`src/rtl/pe_pass_scheduler.sv`:
```
// pe_pass_scheduler: sequences a brick-fused PE over 1..4 passes per job.
// Optional saturating accumulate: define PE_SCHED_SAT_EN.
module pe_pass_scheduler #(
    parameter int PROD_W   = 19,
    parameter int ACC_W    = 24,
    parameter int MAX_PASS = 4
) (
    input  logic              i_clk,
    input  logic              i_rst_n,
    input  logic              i_start,
    input  logic [2:0]        i_num_pass,
    input  logic [15:0]       i_shift_tab,
    input  logic [3:0]        i_a_sgn_mask,
    input  logic [3:0]        i_w_sgn_mask,
    input  logic              i_op_valid,
    output logic              o_op_ready,
    input  logic [31:0]       i_op_act,
    input  logic [31:0]       i_op_wgt,
    output logic [31:0]       o_pe_act,
    output logic [31:0]       o_pe_wgt,
    output logic              o_pe_A_signed,
    output logic              o_pe_W_signed,
    output logic [3:0]        o_pe_shift,
    input  logic [PROD_W-1:0] i_pe_prod,
    output logic              o_res_valid,
    input  logic              i_res_ready,
    output logic [ACC_W-1:0]  o_res_data,
    output logic              o_res_sat,
    output logic              o_busy
);

    typedef enum logic [1:0] {
        S_IDLE,
        S_ISSUE,
        S_DRAIN,
        S_DONE
    } state_t;

    state_t                   state;
    logic [2:0]               num_pass_q;
    logic [15:0]              shift_tab_q;
    logic [3:0]               a_mask_q;
    logic [3:0]               w_mask_q;
    logic [1:0]               pass_cnt;
    logic                     pending;
    logic signed [ACC_W-1:0]  acc;
    logic                     sat_q;
    logic                     op_ready_q;
    logic                     res_valid_q;
    logic                     busy_q;

    logic                     hs;
    logic                     last_pass;
    logic                     start_ok;
    logic signed [ACC_W-1:0]  prod_ext;
    logic signed [ACC_W-1:0]  acc_nxt;
    logic                     clamp;

    assign hs        = (state == S_ISSUE) & i_op_valid & op_ready_q;
    assign last_pass = ({1'b0, pass_cnt} == (num_pass_q - 3'd1));
    assign start_ok  = i_start & (i_num_pass != 3'd0)
                     & (i_num_pass <= 3'(MAX_PASS));
    assign prod_ext  = ACC_W'($signed(i_pe_prod));

    // PE drive: operands and per-pass controls only on a handshake
    assign o_pe_act      = hs ? i_op_act : 32'd0;
    assign o_pe_wgt      = hs ? i_op_wgt : 32'd0;
    assign o_pe_shift    = hs ? shift_tab_q[{pass_cnt, 2'b00} +: 4] : 4'd0;
    assign o_pe_A_signed = hs & a_mask_q[pass_cnt];
    assign o_pe_W_signed = hs & w_mask_q[pass_cnt];

`ifdef PE_SCHED_SAT_EN
    logic [ACC_W:0] sum_wide;

    // Widened add, clamp to the signed range on overflow
    always_comb begin
        sum_wide = {acc[ACC_W-1], acc} + {prod_ext[ACC_W-1], prod_ext};
        clamp    = sum_wide[ACC_W] ^ sum_wide[ACC_W-1];
        acc_nxt  = sum_wide[ACC_W-1:0];
        if (clamp) begin
            acc_nxt = sum_wide[ACC_W] ? {1'b1, {(ACC_W-1){1'b0}}}
                                      : {1'b0, {(ACC_W-1){1'b1}}};
        end
    end
`else
    assign acc_nxt = acc + prod_ext;
    assign clamp   = 1'b0;
`endif

    assign o_op_ready  = op_ready_q;
    assign o_res_valid = res_valid_q;
    assign o_res_data  = res_valid_q ? acc : '0;
    assign o_res_sat   = res_valid_q & sat_q;
    assign o_busy      = busy_q;

    // Job FSM, pass counting and product accumulation
    always_ff @(posedge i_clk or negedge i_rst_n) begin
        if (!i_rst_n) begin
            state       <= S_IDLE;
            num_pass_q  <= 3'd0;
            shift_tab_q <= 16'd0;
            a_mask_q    <= 4'd0;
            w_mask_q    <= 4'd0;
            pass_cnt    <= 2'd0;
            pending     <= 1'b0;
            acc         <= '0;
            sat_q       <= 1'b0;
            op_ready_q  <= 1'b0;
            res_valid_q <= 1'b0;
            busy_q      <= 1'b0;
        end else begin
            pending <= hs;
            if (pending) begin
                acc   <= acc_nxt;
                sat_q <= sat_q | clamp;
            end
            case (state)
                S_IDLE: begin
                    if (start_ok) begin
                        num_pass_q  <= i_num_pass;
                        shift_tab_q <= i_shift_tab;
                        a_mask_q    <= i_a_sgn_mask;
                        w_mask_q    <= i_w_sgn_mask;
                        pass_cnt    <= 2'd0;
                        acc         <= '0;
                        sat_q       <= 1'b0;
                        op_ready_q  <= 1'b1;
                        busy_q      <= 1'b1;
                        state       <= S_ISSUE;
                    end
                end
                S_ISSUE: begin
                    if (hs) begin
                        pass_cnt <= pass_cnt + 2'd1;
                        if (last_pass) begin
                            op_ready_q <= 1'b0;
                            state      <= S_DRAIN;
                        end
                    end
                end
                S_DRAIN: begin
                    res_valid_q <= 1'b1;
                    state       <= S_DONE;
                end
                S_DONE: begin
                    if (i_res_ready) begin
                        res_valid_q <= 1'b0;
                        busy_q      <= 1'b0;
                        state       <= S_IDLE;
                    end
                end
                default: state <= S_IDLE;
            endcase
        end
    end

endmodule

```
`config.mk`:
```
export PLATFORM = sky130hd
export DESIGN_NAME = pe_pass_scheduler
export DESIGN_NICKNAME = d
export VERILOG_FILES = /design/src/rtl/pe_pass_scheduler.sv
export SDC_FILE = /design/constraint.sdc
export NUM_CORES = 1
export LEC_CHECK = 0
export CORE_ASPECT_RATIO = 0.7
export CORE_MARGIN = 2
export CORE_UTILIZATION = 45
export CTS_CLUSTER_SIZE = 24
export DETAILED_ROUTE_END_ITERATION = 7
export MAX_ROUTING_LAYER = met4
export PLACE_DENSITY = 0.95
export REMOVE_ABC_BUFFERS = 1
export SYNTH_ARGS = -nofsm -noshare
export SYNTH_HDL_FRONTEND = slang
export SYNTH_SLANG_ARGS = --single-unit
```
`constraint.sdc`:
```
create_clock -name i_clk -period 3.99 [get_ports i_clk]
set_input_delay 0.5985 -clock i_clk [delete_from_list [all_inputs] [get_ports i_clk]]
set_output_delay 0.5985 -clock i_clk [all_outputs]
set_load 0.05 [all_outputs]
```
Local utilization:
(3 px per um) 12 x 9 tiles, from black (low) to pale yellow (high), 0 to 100% covered.
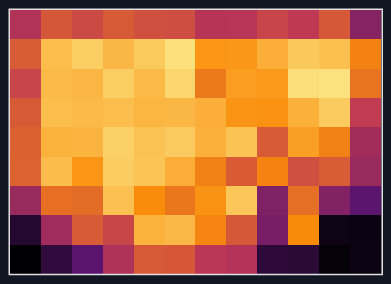
tiles over 75% full = 44%
emptiest ninth of the die = lower right
nearly empty tiles = 1.9%
core area: 9720 um^2
fp_density: 46.5%
final core utilization: 73.5%

Floorplan with the power grid:
(3 px per um) Pins as bars on the die edge.
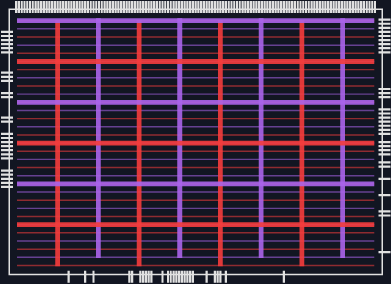
purple -> VDD
red -> VSS
signal pins = 213
met1 rails = 31
met5 straps = 6

The metal 2 layer:
(3 px per um)
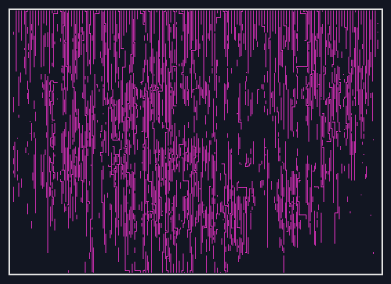
longest straight run = 58.8 um
share of all routed wire = 48%
nets with wire on the layer = 767
final wirelength: 15700 um
met2 GRT Util: 44.9%
Vias: 4695

==> results.yml <==
# physical design summary
finish:
  buffers_excl_clock: 216
  logic_gate_count: 433
  nNetsFinal: 882
  drive_gt1_share_pct: 15.7
setup_path:
  worstSetupStartpoint: "i_pe_prod[0]"
  worstReg2RegStart: "acc[0]$_DFF_PN0_"
  reg2reg_depth: 9
  rr_endpoint: "acc[16]$_DFF_PN0_"
global_routing:
  antenna_found_initial: 0
  grt_usage_pct: 29.3
  grt_use_met1_pct: 39.3
  grt_overflow_total: 0
synthesis:
  common_cells: "nand2_1, and2_1, dfrtp_1"
  synth-xor-area-share_pct: 4.43
  topCellsByArea: "dfrtp_1, and2_1, nand2_1, ha_1, a21oi_1"
  ys_area_um2: 4520
  yosysSeqAreaShare_pct: 32.6
  ys_ff: 59
  edf_count: 0
  synth_warnings: 0
  ys_sh_aoi_pct: 14.4
  ys_sh_adder_pct: 8.46
flow_run:
  openroad.warnings: 29
  maxCapViolations: 0
pwr:
  leakagePower_nw: 3.25
  combPwrFrac_pct: 62.6
  powerDensity_nw_per_um2: 735
final_timing:
  setup_violations: 0
detailed_routing:
  drc_errors: 0
placement:
  place_area_um2: 6830
outcome:
  outcome: "finished, final reports clean"
Clock wiring as the flow saved it:
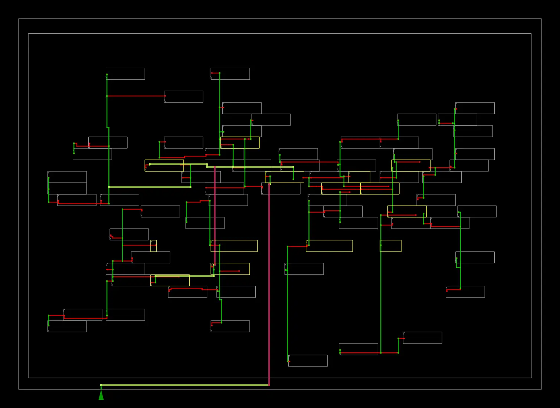
clk sink count: 59
registers: 59

Sequential cells colored by netlist name:
(3 px per um) Other sequential cells in the stronger gray, the rest of the logic in the fainter gray.
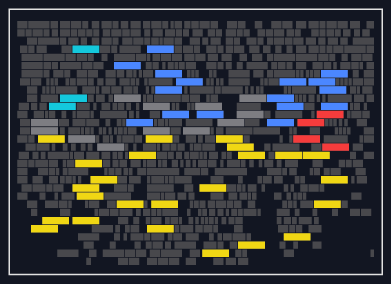
red -> w_mask_q  # flops 4, where middle right
yellow -> acc  # flops 24
cyan -> num_pass_q  # flops 3
blue -> shift_tab_q  # flops 16
not colored = 12
flop share of the area: 20.7%
seq pwr: 0.00113 W
Storage cell area: 1480 um^2

## worst max-delay path, stage by stage
cell and delay (ns):
clkdlybuf4s50_1 0.41, ha_1 0.22, fa_1 0.41, a21oi_1 0.21, o21ai_1 0.15, a21oi_2 0.33
o22ai_2 0.19, a211o_1 0.32, xnor2_1 0.14, a21oi_1 0.08
## sequential cells by signal, summed over array words and instances, names as in the netlist
| name | cells |
|---|---|
| shift_tab_q | 16 |
| o_res_valid | 1 |
| o_op_ready | 1 |
| o_busy | 1 |
| w_mask_q | 4 |
| a_mask_q | 4 |
| pass_cnt | 2 |
| acc | 24 |
| pending | 1 |
| state | 2 |
| num_pass_q | 3 |
## cell usage in the layout (no fill, tap or decap), types with 4 or more instances in the layout
cell type	count
nand2_1	100
buf_12	25
inv_1	18
mux2i_1	11
dfrtp_1	59
mux4_2	6
xnor2_1	13
ha_1	29
and3_1	4
nor2_1	25
a211oi_1	4
xor2_1	8
clkbuf_16	9
o21ai_0	22
nor3_1	6
a21o_1	6
clkdlybuf4s50_1	140
buf_4	50
nand3_1	15
a21oi_1	28
and2_1	95
## power by group through the flow
stage | clock network, W | registers (W) | logic, W
2_1_floorplan | 0 | 0.00110 | 0.00221
3_3_place_gp | 0 | 0.00111 | 0.00314
3_5_place_dp | 0 | 0.00113 | 0.00325
4_1_cts | 0.000835 | 0.00113 | 0.00328
5_1_grt | 0.000871 | 0.00117 | 0.00353
6_report | 0.000831 | 0.00113 | 0.00329
## stage by stage
| stage | hold slack [ns] | power, W | cells |
|---|---|---|---|
| after CTS | 0.473 | 0.00524 | 868 |
| final | 0.439 | 0.00526 | 868 |
| after global placement | 0.453 | 0.00425 | 854 |
| after detailed placement | 0.460 | 0.00438 | 854 |
| after floorplan | 0.303 | 0.00332 | 510 |
| after global routing | 0.497 | 0.00558 | 868 |
Power and IR drop assume default switching activity.
